**src/rtl/bj_defs.sv**
```systemverilog
// Shared command and game-phase encodings for the blackjack
// front end, plus the phase legality rule for player actions.
package bj_defs;

  typedef enum logic [1:0] {
    CMD_NONE  = 2'd0,
    CMD_DEAL  = 2'd1,
    CMD_HIT   = 2'd2,
    CMD_STAND = 2'd3
  } cmd_e;

  typedef enum logic [1:0] {
    PHASE_IDLE   = 2'd0,
    PHASE_PLAYER = 2'd1,
    PHASE_DEALER = 2'd2,
    PHASE_RESULT = 2'd3
  } phase_e;

  typedef enum logic {
    LK_ARMED  = 1'b0,
    LK_LOCKED = 1'b1
  } lock_e;

  function automatic logic cmd_legal(
    input cmd_e   c,
    input phase_e p
  );
    case (c)
      CMD_DEAL:
        return (p == PHASE_IDLE) ||
               (p == PHASE_RESULT);
      CMD_HIT, CMD_STAND:
        return (p == PHASE_PLAYER);
      default:
        return 1'b0;
    endcase
  endfunction

endpackage

```
**src/rtl/cmd_fifo.sv**
```systemverilog
// Small command FIFO: push/pop with flush override, head word
// presented as NONE whenever the queue is empty.
module cmd_fifo
  import bj_defs::*;
#(
  parameter int DEPTH = 4
) (
  input  logic                   i_clk,
  input  logic                   i_rst_n,
  input  logic                   i_push,
  input  logic                   i_pop,
  input  logic                   i_flush,
  input  cmd_e                   i_din,
  output cmd_e                   o_dout,
  output logic                   o_full,
  output logic                   o_empty,
  output logic [$clog2(DEPTH):0] o_count
);

  localparam int AW = $clog2(DEPTH);

  cmd_e          r_mem [DEPTH];
  logic [AW-1:0] r_wr;
  logic [AW-1:0] r_rd;
  logic [AW:0]   r_cnt;
  logic          w_push;
  logic          w_pop;

  assign o_empty = (r_cnt == '0);
  assign o_full  = (r_cnt == (AW+1)'(DEPTH));
  assign o_count = r_cnt;
  assign o_dout  = o_empty ? CMD_NONE : r_mem[r_rd];

  // a pop frees the slot a full-queue push lands in
  assign w_pop  = i_pop & ~o_empty & ~i_flush;
  assign w_push = i_push & ~i_flush &
                  (~o_full | w_pop);

  always_ff @(posedge i_clk or negedge i_rst_n) begin
    if (!i_rst_n) begin
      r_wr  <= '0;
      r_rd  <= '0;
      r_cnt <= '0;
    end else if (i_flush) begin
      r_wr  <= '0;
      r_rd  <= '0;
      r_cnt <= '0;
    end else begin
      if (w_push) r_wr <= r_wr + 1'b1;
      if (w_pop)  r_rd <= r_rd + 1'b1;
      case ({w_push, w_pop})
        2'b10:   r_cnt <= r_cnt + 1'b1;
        2'b01:   r_cnt <= r_cnt - 1'b1;
        default: r_cnt <= r_cnt;
      endcase
    end
  end

  always_ff @(posedge i_clk) begin
    if (w_push) r_mem[r_wr] <= i_din;
  end

endmodule

```
**src/rtl/player_action_queue.sv**
```systemverilog
// Button front end: sync, edge detect, post-press lockout,
// arbitration and phase filtering feeding a command FIFO.
module player_action_queue
  import bj_defs::*;
#(
  parameter int DEPTH          = 4,
  parameter int LOCKOUT_CYCLES = 1000000,
  parameter int LOCK_W         = 20
) (
  input  logic                   CLOCK_50,
  input  logic                   resetn,
  input  logic                   deal_btn,
  input  logic                   hit_btn,
  input  logic                   stand_btn,
  input  logic [1:0]             game_phase,
  input  logic                   flush,
  input  logic                   cmd_ready,
  output logic                   cmd_valid,
  output logic [1:0]             cmd_code,
  output logic                   drop_pulse,
  output logic [$clog2(DEPTH):0] queue_count
);

  localparam logic [LOCK_W-1:0] LOCK_LOAD =
    LOCK_W'(LOCKOUT_CYCLES - 1);

  // bit order {stand, hit, deal}
  logic [2:0]        r_sync1;
  logic [2:0]        r_sync2;
  logic [2:0]        r_prev;
  logic [2:0]        r_edge;
  lock_e             r_state;
  logic [LOCK_W-1:0] r_cnt;
  logic              r_drop;

  cmd_e w_win;
  cmd_e w_head;
  logic w_fire;
  logic w_multi;
  logic w_legal;
  logic w_push;
  logic w_pop;
  logic w_drop;
  logic w_full;
  logic w_empty;

  // ones at reset so a held button yields no edge
  always_ff @(posedge CLOCK_50 or negedge resetn) begin
    if (!resetn) begin
      r_sync1 <= '1;
      r_sync2 <= '1;
      r_prev  <= '1;
      r_edge  <= '0;
    end else begin
      r_sync1 <= {stand_btn, hit_btn, deal_btn};
      r_sync2 <= r_sync1;
      r_prev  <= r_sync2;
      r_edge  <= r_sync2 & ~r_prev;
    end
  end

  always_comb begin
    w_win = CMD_NONE;
    priority case (1'b1)
      r_edge[2]: w_win = CMD_STAND;
      r_edge[1]: w_win = CMD_HIT;
      r_edge[0]: w_win = CMD_DEAL;
      default:   w_win = CMD_NONE;
    endcase
  end

  assign w_fire  = (|r_edge) & (r_state == LK_ARMED);
  assign w_multi = |(r_edge & (r_edge - 3'd1));
  assign w_legal = cmd_legal(w_win, phase_e'(game_phase));
  assign w_pop   = cmd_valid & cmd_ready;
  assign w_push  = w_fire & w_legal & ~flush;
  assign w_drop  = w_fire &
                   (w_multi | ~w_legal |
                    (w_full & ~w_pop & ~flush));

  always_ff @(posedge CLOCK_50 or negedge resetn) begin
    if (!resetn) begin
      r_state <= LK_ARMED;
      r_cnt   <= '0;
      r_drop  <= 1'b0;
    end else begin
      r_drop <= w_drop;
      unique case (r_state)
        LK_ARMED: begin
          if (|r_edge) begin
            r_state <= LK_LOCKED;
            r_cnt   <= LOCK_LOAD;
          end
        end
        LK_LOCKED: begin
          if (r_cnt == '0) r_state <= LK_ARMED;
          else             r_cnt   <= r_cnt - 1'b1;
        end
      endcase
    end
  end

  cmd_fifo #(
    .DEPTH (DEPTH)
  ) u_fifo (
    .i_clk   (CLOCK_50),
    .i_rst_n (resetn),
    .i_push  (w_push),
    .i_pop   (w_pop),
    .i_flush (flush),
    .i_din   (w_win),
    .o_dout  (w_head),
    .o_full  (w_full),
    .o_empty (w_empty),
    .o_count (queue_count)
  );

  assign cmd_valid  = ~w_empty;
  assign cmd_code   = w_head;
  assign drop_pulse = r_drop;

endmodule

```
**config.mk**
```make
export PLATFORM = sky130hd
export DESIGN_NAME = player_action_queue
export DESIGN_NICKNAME = d
export VERILOG_FILES = /design/src/rtl/bj_defs.sv /design/src/rtl/cmd_fifo.sv /design/src/rtl/player_action_queue.sv
export SDC_FILE = /design/constraint.sdc
export NUM_CORES = 1
export LEC_CHECK = 0
export ABC_AREA = 1
export ABC_CLOCK_PERIOD_IN_PS = 5650
export CAP_MARGIN = 20
export CORE_MARGIN = 2
export CORE_UTILIZATION = 35
export DETAILED_ROUTE_END_ITERATION = 8
export GPL_TIMING_DRIVEN = 1
export SYNTH_ARGS = -nofsm -noshare
export SYNTH_HDL_FRONTEND = slang
export SYNTH_SLANG_ARGS = --single-unit
```
**constraint.sdc**
```tcl
create_clock -name CLOCK_50 -period 5.65 [get_ports CLOCK_50]
set_input_delay 0.8475 -clock CLOCK_50 [delete_from_list [all_inputs] [get_ports CLOCK_50]]
set_output_delay 0.8475 -clock CLOCK_50 [all_outputs]
set_load 0.01 [all_outputs]
```
==> metrics.yaml <==
synth_cells: 310
n_antenna_cell: 0
io_buffers: 15
drive_gt1_share_pct: 11.8
outcome: "finished clean"
initial_core_util_pct: 36.0
switching_share_pct: 36.9
synth.area.mux_share_pct: 0
fin_util_pct: 40.7
timing.final.ws_setup_ns: 2.95
power_frac_clock_pct: 21.0
area.combinational_um2: 1140
antenna_found_initial: 0
post_cts_resized: 0
logic_family: "simple AND/OR/NAND/NOR gates"
r2r_start: "r_edge[2]$_DFF_PN0_"
flop_area_um2: 1280
cts_root_buf: "clkbuf_8"
crit_chain: "clkdlybuf4s50_1 > inv_1 > ha_1 > inv_1 > nor2_1 > nand2_1 > nand2_1 > nand2_1 > nand3_1 > fa_1 > xor2_1 > nand4_1 > nand2_1 > nand3_1 > nand2_1"
firstDrtPassIters: 6
edf_count: 8
dp_cells: 422
well_tap_count: 99
regMostFlops: "r_cnt"
worstHoldStart: "r_sync1[1]$_DFF_PN1_"
largest_cell_class: "registers"
ys_sh_xor_pct: 3.71
stdcell_area_um2: 2940
numCtsBuffers: 5
fp.dieW_um: 90.1
fmax_mhz: 371
yosys.area.top_type: "dfrtp_1"
finalHoldWorstSlack_ns: 0.358
seq_power_uw: 478
cp.required_ns: 5.91
worstSetupEndpointType: "flop"
synth.most_common_cell: "nand2_1"
pwr-share-seq_pct: 47.1
yosys.cell_types.count: 30
fin_crit_sh_pct: 47.7
worst_setup_path_start_kind: "input port"
top_cells_by_count: "72 x nand2_1, 52 x nor2_1, 39 x inv_1"
setup-tns-final_ns: 0
ys_cells: 310
clk_latency_ns: 0.31
rows: 31
io_pins: 16
power.leakage_uw: 0.00134
synth_flop_count: 49
grt.total_usage_pct: 13.1
powerComb_uw: 325
crit_arrival_ns: 2.96
rsz0062_at_grt: "no"
maxSlewHeadroom_pct: 39.7
area_growth_pct: 13.2
grt_max_degree: 42
setup_viol: 0
power.density_nw_per_um2: 346
post-cts-setup-buffers: 0
lay_top_count: "nand2_1"
reg.largest.list: "r_cnt: 20 flops, u_fifo.r_mem: 8 flops"
die_y_um: 90.1
power.switching_uw: 375
largest_register_ffs: 20
ys_area_um2: 2600
clkCellAreaFrac_pct: 3.07
tightest_slew_ns: 0.905
vdd_drop_max_mv: 0.135
min_path_type: "reg2reg"
ys_sh_adder_pct: 3.66
cts.htree.levels: 2
syn_area_um2: 2600
ys_seq_share_pct: 49.2
power-top-group: "registers"
drcViolationCount: 0
p_int_uw: 641
grt_pass1_vias: 1908
critPathKind: "in2reg"
viasPerCell: 4.53
postSynthAreaPerCell_um2: 8.37
power.total_uw: 1020
skew_ns: 0.00976
clock_power_uw: 213
clock-sinks: 49
inverters: 42
drtAntennaViolNets: 0
drv_cap: 0
synthFlopType: "dfrtp_1"
ys_sh_aoi_pct: 6.99
n_fill_cell: 733
top_cell_area_share_pct: 30.8
dp_hpwl_um: 3510
crit_start: "game_phase[1]"
drv_slew: 0
tool_warnings: 29
cp_slowest_stage_delay_ns: 0.45
vias: 1948
final_nets: 346
postCtsHoldBufs: 0
ys_top_cells_by_area: "dfrtp_1 31%, nand2_1 10%, edfxtp_1 9.3%"
finalCriticalPeriod_ns: 2.70
clkTransAtPathRegs_ns: 0.09
grt_overflow_total: 0
sh_comb_area_pct: 38.9
seq_cell_count: 49
[worst paths after layout]
path	cells past startpoint	endpoint	slack (ns)
max in group asynchronous	1	r_edge[1]$_DFF_PN0_	4.42
worst max register to register	12	u_fifo.o_count[2]$_DFFE_PN0P_	3.63
worst min register to register	0	r_sync2[1]$_DFF_PN1_	0.36
worst min-delay path	0	r_sync2[1]$_DFF_PN1_	0.36
worst max-delay path	15	u_fifo.o_count[2]$_DFFE_PN0P_	2.95
min in group asynchronous	1	r_cnt[12]$_DFFE_PN0P_	0.66
[per-layer routing]
layer,global-route usage [%],part of all wire [%]
met5,0,0
met4,5.26,1.7
met3,3.27,3.8
met2,20.6,44
met1,17.2,51
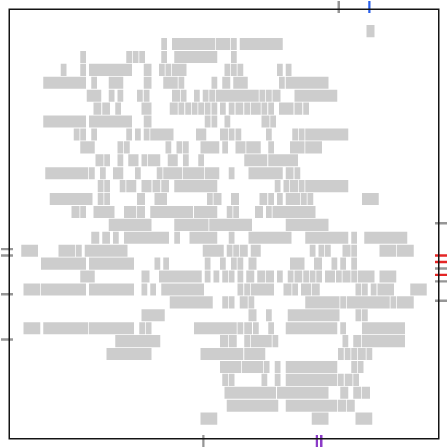
Figure 1: I/O pins on the die edge.
Pins as bars across the die edge, other pins in gray.
[`cmd_code`] purple | pins: 2 | direction: output | edge: bottom
[`queue_count`] red | pins: 3 | direction: output | edge: right
[`resetn`] blue | pins: 1 | direction: input | edge: top
all pins by edge: 7 right, 4 left, 3 bottom, 2 top

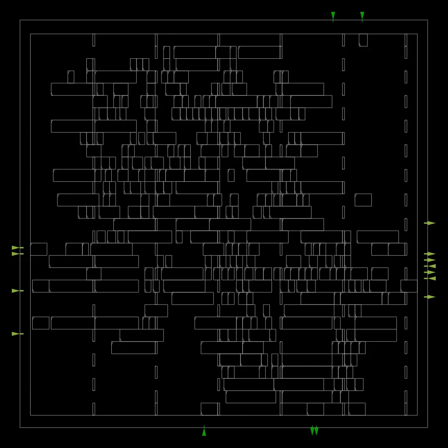
Figure 2: placement view.
Cell Count, Final, Fillers Out: 430
core area: 7210 µm²

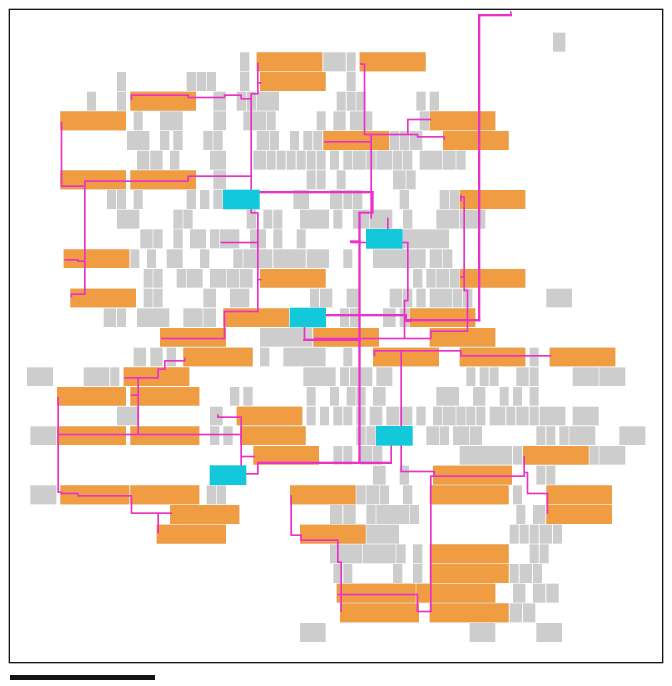
Figure 3: routed clock nets over the placement.
Bar = 20 µm.
[cells driving clock nets] cyan | count: 5
[clock wires] magenta | length: 650 µm
[flip-flops] orange | count: 49
routed clock nets: 6

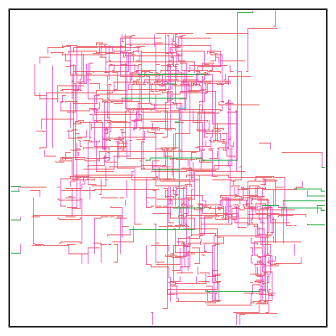
Figure 4: routed metal, one color a layer.
[met2] magenta | wire length: 2130 µm
[met1] red | wire length: 2440 µm
[met3] green | wire length: 184 µm
[met4] cyan | wire length: 81.4 µm

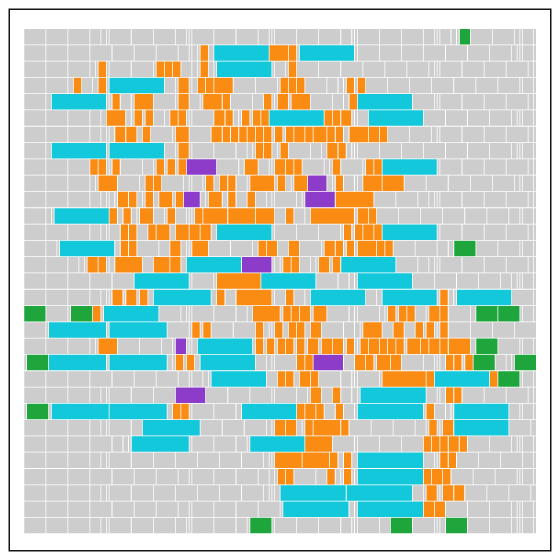
Figure 5: cells colored by class.
Fill, decap, tap and diode cells in gray.
[clock drivers and dummy loads] purple | cells: 8
[other buffers and delay cells] green | cells: 15
[flip-flops] cyan | cells: 49
[all other logic] orange | cells: 259

Power and IR drop assume default switching activity.
